## config.mk

```make
export PLATFORM = sky130hd
export DESIGN_NAME = regfile_read_stage
export DESIGN_NICKNAME = d
export VERILOG_FILES = /design/src/rtl/regfile_read_stage.sv
export SDC_FILE = /design/constraint.sdc
export NUM_CORES = 1
export LEC_CHECK = 0
export ABC_CLOCK_PERIOD_IN_PS = 6300
export CAP_MARGIN = 15
export CORE_AREA = 2 2 445 447
export DETAILED_ROUTE_END_ITERATION = 6
export DIE_AREA = 0 0 447 449
export GPL_TIMING_DRIVEN = 0
export MAX_ROUTING_LAYER = met4
export PLACE_DENSITY = 0.3
export RECOVER_POWER = 50
export SLEW_MARGIN = 0
export SYNTH_ARGS = -nofsm -noshare
export SYNTH_HDL_FRONTEND = slang
export SYNTH_SLANG_ARGS = --single-unit
```

## constraint.sdc

```tcl
create_clock -name clk -period 6.3 [get_ports clk]
set_input_delay 1.26 -clock clk [delete_from_list [all_inputs] [get_ports clk]]
set_output_delay 1.26 -clock clk [all_outputs]
set_load 0.05 [all_outputs]
```

## src/rtl/regfile_read_stage.sv

```systemverilog
// Read side of the 32x32 register file feeding the ID/EX boundary.
// Selects two operands from the flattened register bus, forwards same-cycle
// write-back data, flags load-use hazards and registers the operands with
// flush/hold/bubble handling. A held operand is refreshed by a matching
// write-back so it never goes stale while the stage is frozen.
module regfile_read_stage #(
  parameter int NREG = 32,
  parameter int DW   = 32,
  parameter int IW   = $clog2(NREG)
) (
  input  logic                 clk,
  input  logic                 rst_n,
  input  logic [NREG*DW-1:0]   Q,
  input  logic                 in_valid,
  input  logic [IW-1:0]        rs,
  input  logic [IW-1:0]        rt,
  input  logic                 RegWrite,
  input  logic [IW-1:0]        WriteRegister,
  input  logic [DW-1:0]        WriteData,
  input  logic                 ex_load,
  input  logic [IW-1:0]        ex_rd,
  input  logic                 flush,
  input  logic                 hold,
  output logic                 load_use_stall,
  output logic                 out_valid,
  output logic [IW-1:0]        out_rs,
  output logic [IW-1:0]        out_rt,
  output logic [DW-1:0]        rs_data,
  output logic [DW-1:0]        rt_data
);

  // Raw register read; register 0 is hardwired to zero regardless of Q.
  function automatic logic [DW-1:0] select_reg(input logic [NREG*DW-1:0] q,
                                               input logic [IW-1:0]      idx);
    logic [DW-1:0] r;
    if (idx == {IW{1'b0}}) begin
      r = {DW{1'b0}};
    end else begin
      r = q[idx*DW +: DW];
    end
    return r;
  endfunction

  // Operand with same-cycle write-back forwarding; register 0 is never bypassed.
  function automatic logic [DW-1:0] bypass_reg(input logic [NREG*DW-1:0] q,
                                               input logic [IW-1:0]      idx,
                                               input logic               we,
                                               input logic [IW-1:0]      widx,
                                               input logic [DW-1:0]      wdata);
    logic [DW-1:0] r;
    if (we && (widx == idx) && (idx != {IW{1'b0}})) begin
      r = wdata;
    end else begin
      r = select_reg(q, idx);
    end
    return r;
  endfunction

  logic [DW-1:0] rs_operand;
  logic [DW-1:0] rt_operand;
  logic          next_valid;
  logic [IW-1:0] next_rs;
  logic [IW-1:0] next_rt;
  logic [DW-1:0] next_rs_data;
  logic [DW-1:0] next_rt_data;
  logic          refresh_en;

  // Operand selection and load-use hazard detection (independent of hold/flush).
  always_comb begin
    rs_operand     = bypass_reg(Q, rs, RegWrite, WriteRegister, WriteData);
    rt_operand     = bypass_reg(Q, rt, RegWrite, WriteRegister, WriteData);
    load_use_stall = in_valid && ex_load && (ex_rd != {IW{1'b0}}) &&
                     ((ex_rd == rs) || (ex_rd == rt));
  end

  // Next value of the pipeline register: flush > hold > bubble > capture.
  always_comb begin
    next_valid   = out_valid;
    next_rs      = out_rs;
    next_rt      = out_rt;
    next_rs_data = rs_data;
    next_rt_data = rt_data;
    refresh_en   = out_valid && RegWrite && (WriteRegister != {IW{1'b0}});
    if (flush) begin
      next_valid   = 1'b0;
      next_rs      = {IW{1'b0}};
      next_rt      = {IW{1'b0}};
      next_rs_data = {DW{1'b0}};
      next_rt_data = {DW{1'b0}};
    end else if (hold) begin
      if (refresh_en && (WriteRegister == out_rs)) begin
        next_rs_data = WriteData;
      end else begin
        next_rs_data = rs_data;
      end
      if (refresh_en && (WriteRegister == out_rt)) begin
        next_rt_data = WriteData;
      end else begin
        next_rt_data = rt_data;
      end
    end else if (load_use_stall) begin
      next_valid   = 1'b0;
      next_rs      = {IW{1'b0}};
      next_rt      = {IW{1'b0}};
      next_rs_data = {DW{1'b0}};
      next_rt_data = {DW{1'b0}};
    end else begin
      next_valid   = in_valid;
      next_rs      = rs;
      next_rt      = rt;
      next_rs_data = rs_operand;
      next_rt_data = rt_operand;
    end
  end

  // ID/EX operand register with asynchronous clear.
  always_ff @(posedge clk or negedge rst_n) begin
    if (!rst_n) begin
      out_valid <= 1'b0;
      out_rs    <= {IW{1'b0}};
      out_rt    <= {IW{1'b0}};
      rs_data   <= {DW{1'b0}};
      rt_data   <= {DW{1'b0}};
    end else begin
      out_valid <= next_valid;
      out_rs    <= next_rs;
      out_rt    <= next_rt;
      rs_data   <= next_rs_data;
      rt_data   <= next_rt_data;
    end
  end

endmodule

```

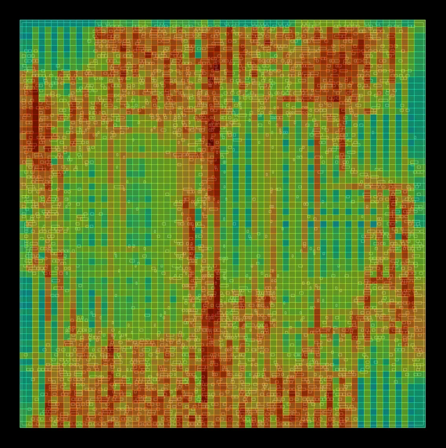
Figure 1: routing congestion.
Avg WL per Cell: 44.04 um
Most Used Layer, Global Route: met2
M3 GR Usage: 4.466%
grt met1 use: 29.42%
gr usage total: 24.85%

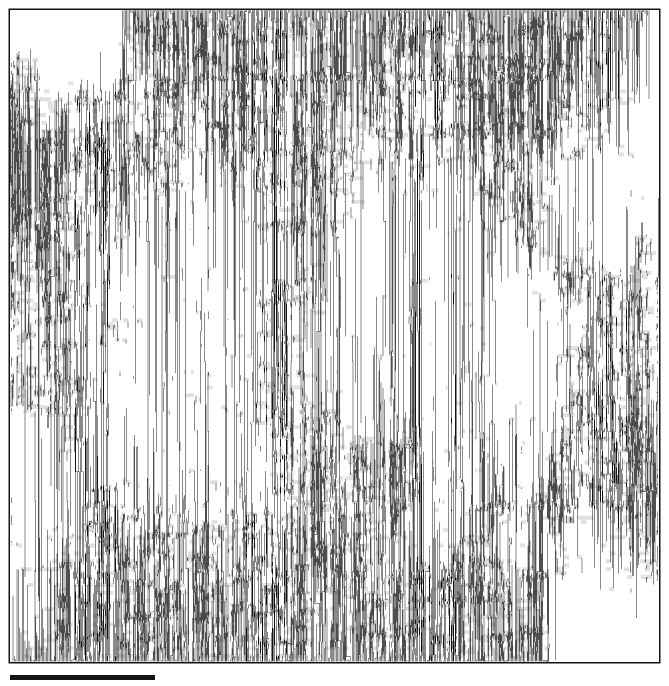
Figure 2: met2 routing.
Bar = 100 um.
longest straight run	318 um
nets with wire on the layer	3756
wire length on this layer	129 mm
main direction	vertical
share of all routed wire	52%

cell usage in the layout (no fill, tap or decap), types with 6 or more instances in the layout:
master	count
nor2_1	68
nand2_1	49
a22o_1	31
clkdlybuf4s50_1	1105
a31oi_1	65
a22oi_1	31
dlygate4sd3_1	38
clkbuf_16	9
clkbuf_1	113
clkbuf_2	9
a21oi_1	96
buf_8	7
dfrtp_1	75
diode_2	53
buf_4	37
or4_1	33
a211oi_1	53
inv_1	34
o22ai_1	63
nor3_1	32
mux2i_1	286
xnor2_1	20
o221ai_1	31
nor2b_1	34
xor2_1	10
a2111oi_2	13
a2111oi_0	7
buf_6	6
mux4_2	449
buf_2	85
a211o_1	33
buf_1	21
nand3b_1	12
state kept, by name (all words and copies together) (netlist names):
signal,flops
out_rt,5
out_rs,5
out_valid,1
rt_data,32
rs_data,32
where the power goes:
group          switching, mW  total, mW  internal [mW]
Sequential            0.0436      0.575          0.531
Combinational           1.67       3.12           1.44
Clock                  0.265      0.551          0.287
kinds of logic after synthesis:
logic type | count (synthesis) | synth area share, %
mux | 737 | 62.67
buf+inv | 284 | 6.250
flops | 75 | 9.049
xor+xnor | 30 | 1.267
simple gates | 252 | 6.334
compound gates | 429 | 14.43
worst register-to-register path: cells and delay by family (launching register included):
family / cells / cell delay (ns)
buffers and inverters: 1 / 0.32
AOI/OAI and AO/OA: 2 / 0.46
and+or+nand+nor: 2 / 0.73
DFF: 1 / 0.38
muxes: 1 / 0.16
stage by stage:
step	instance area [um^2]	instances
6_report	36390	5694
5_1_grt	36360	5683
4_1_cts	36270	5640
3_5_place_dp	35990	5625
3_3_place_gp	35510	5593
2_1_floorplan	20740	1807
worst max-delay path by stage:
stage	cells after the start	end	slack, ns	startpoint
global route	11	load_use_stall	0.20	rs[1]
finish	11	load_use_stall	0.32	rs[1]
CTS	11	load_use_stall	0.16	rs[1]
detailed placement	11	load_use_stall	-0.91	rs[1]
floorplan	10	load_use_stall	2.11	rt[0]
global placement	9	rt_data[19]	-2.15	rt[3]
layout make-up:
cell class	count	area (um^2)
fill	21790	159800
multi-input combinational	1448	17650
timing repair buffer	1179	11830
tap	2640	3303
sequential	75	1877
buffer	250	1185
clock buffer	11	252.7
antenna	53	132.6
inverter	34	127.6
clock inverter	4	26.28
routing by layer:
metal / GRT usage, % / up-vias / wire length (um)
li1: - / 10250 / -
met1: 29.42 / 13380 / 101900
met2: 43.48 / 1248 / 129300
met3: 4.466 / 198 / 14250
met4: 5.490 / 0 / 5350
met5: - / - / 0
==> flow_metrics.env <==
# flow metrics
export IMPL_dieHeight_um=449
export IMPL_cts_resized=6
export IMPL_yosys_area_top_type="mux4_2"
export IMPL_violations="max-capacitance violations, max-slew violations"
export IMPL_post_cts_setup_buffer_count=0
export IMPL_critPathMaxStageDelay_ns=0.55
export IMPL_maxCapViolations=2
export IMPL_ctsHtreeMaxLevel=3
export IMPL_routabilityCongestion=0.9252
export IMPL_status="finished, violations left"
export IMPL_crit_path_start_kind="input port"
export IMPL_netlist_instances=1807
export IMPL_finalSetupViolations=0
export IMPL_clk_path_buf_depth=2
export IMPL_drc=0
export IMPL_cp_buffers_inverters=7
export IMPL_num_vias=25070
export IMPL_finalHoldViolCount=0
export IMPL_place_worst_setup_slack_ns=-0.9096
export IMPL_finalMaxSlewViolations=78
Power is estimated from default activity; no workload was simulated.
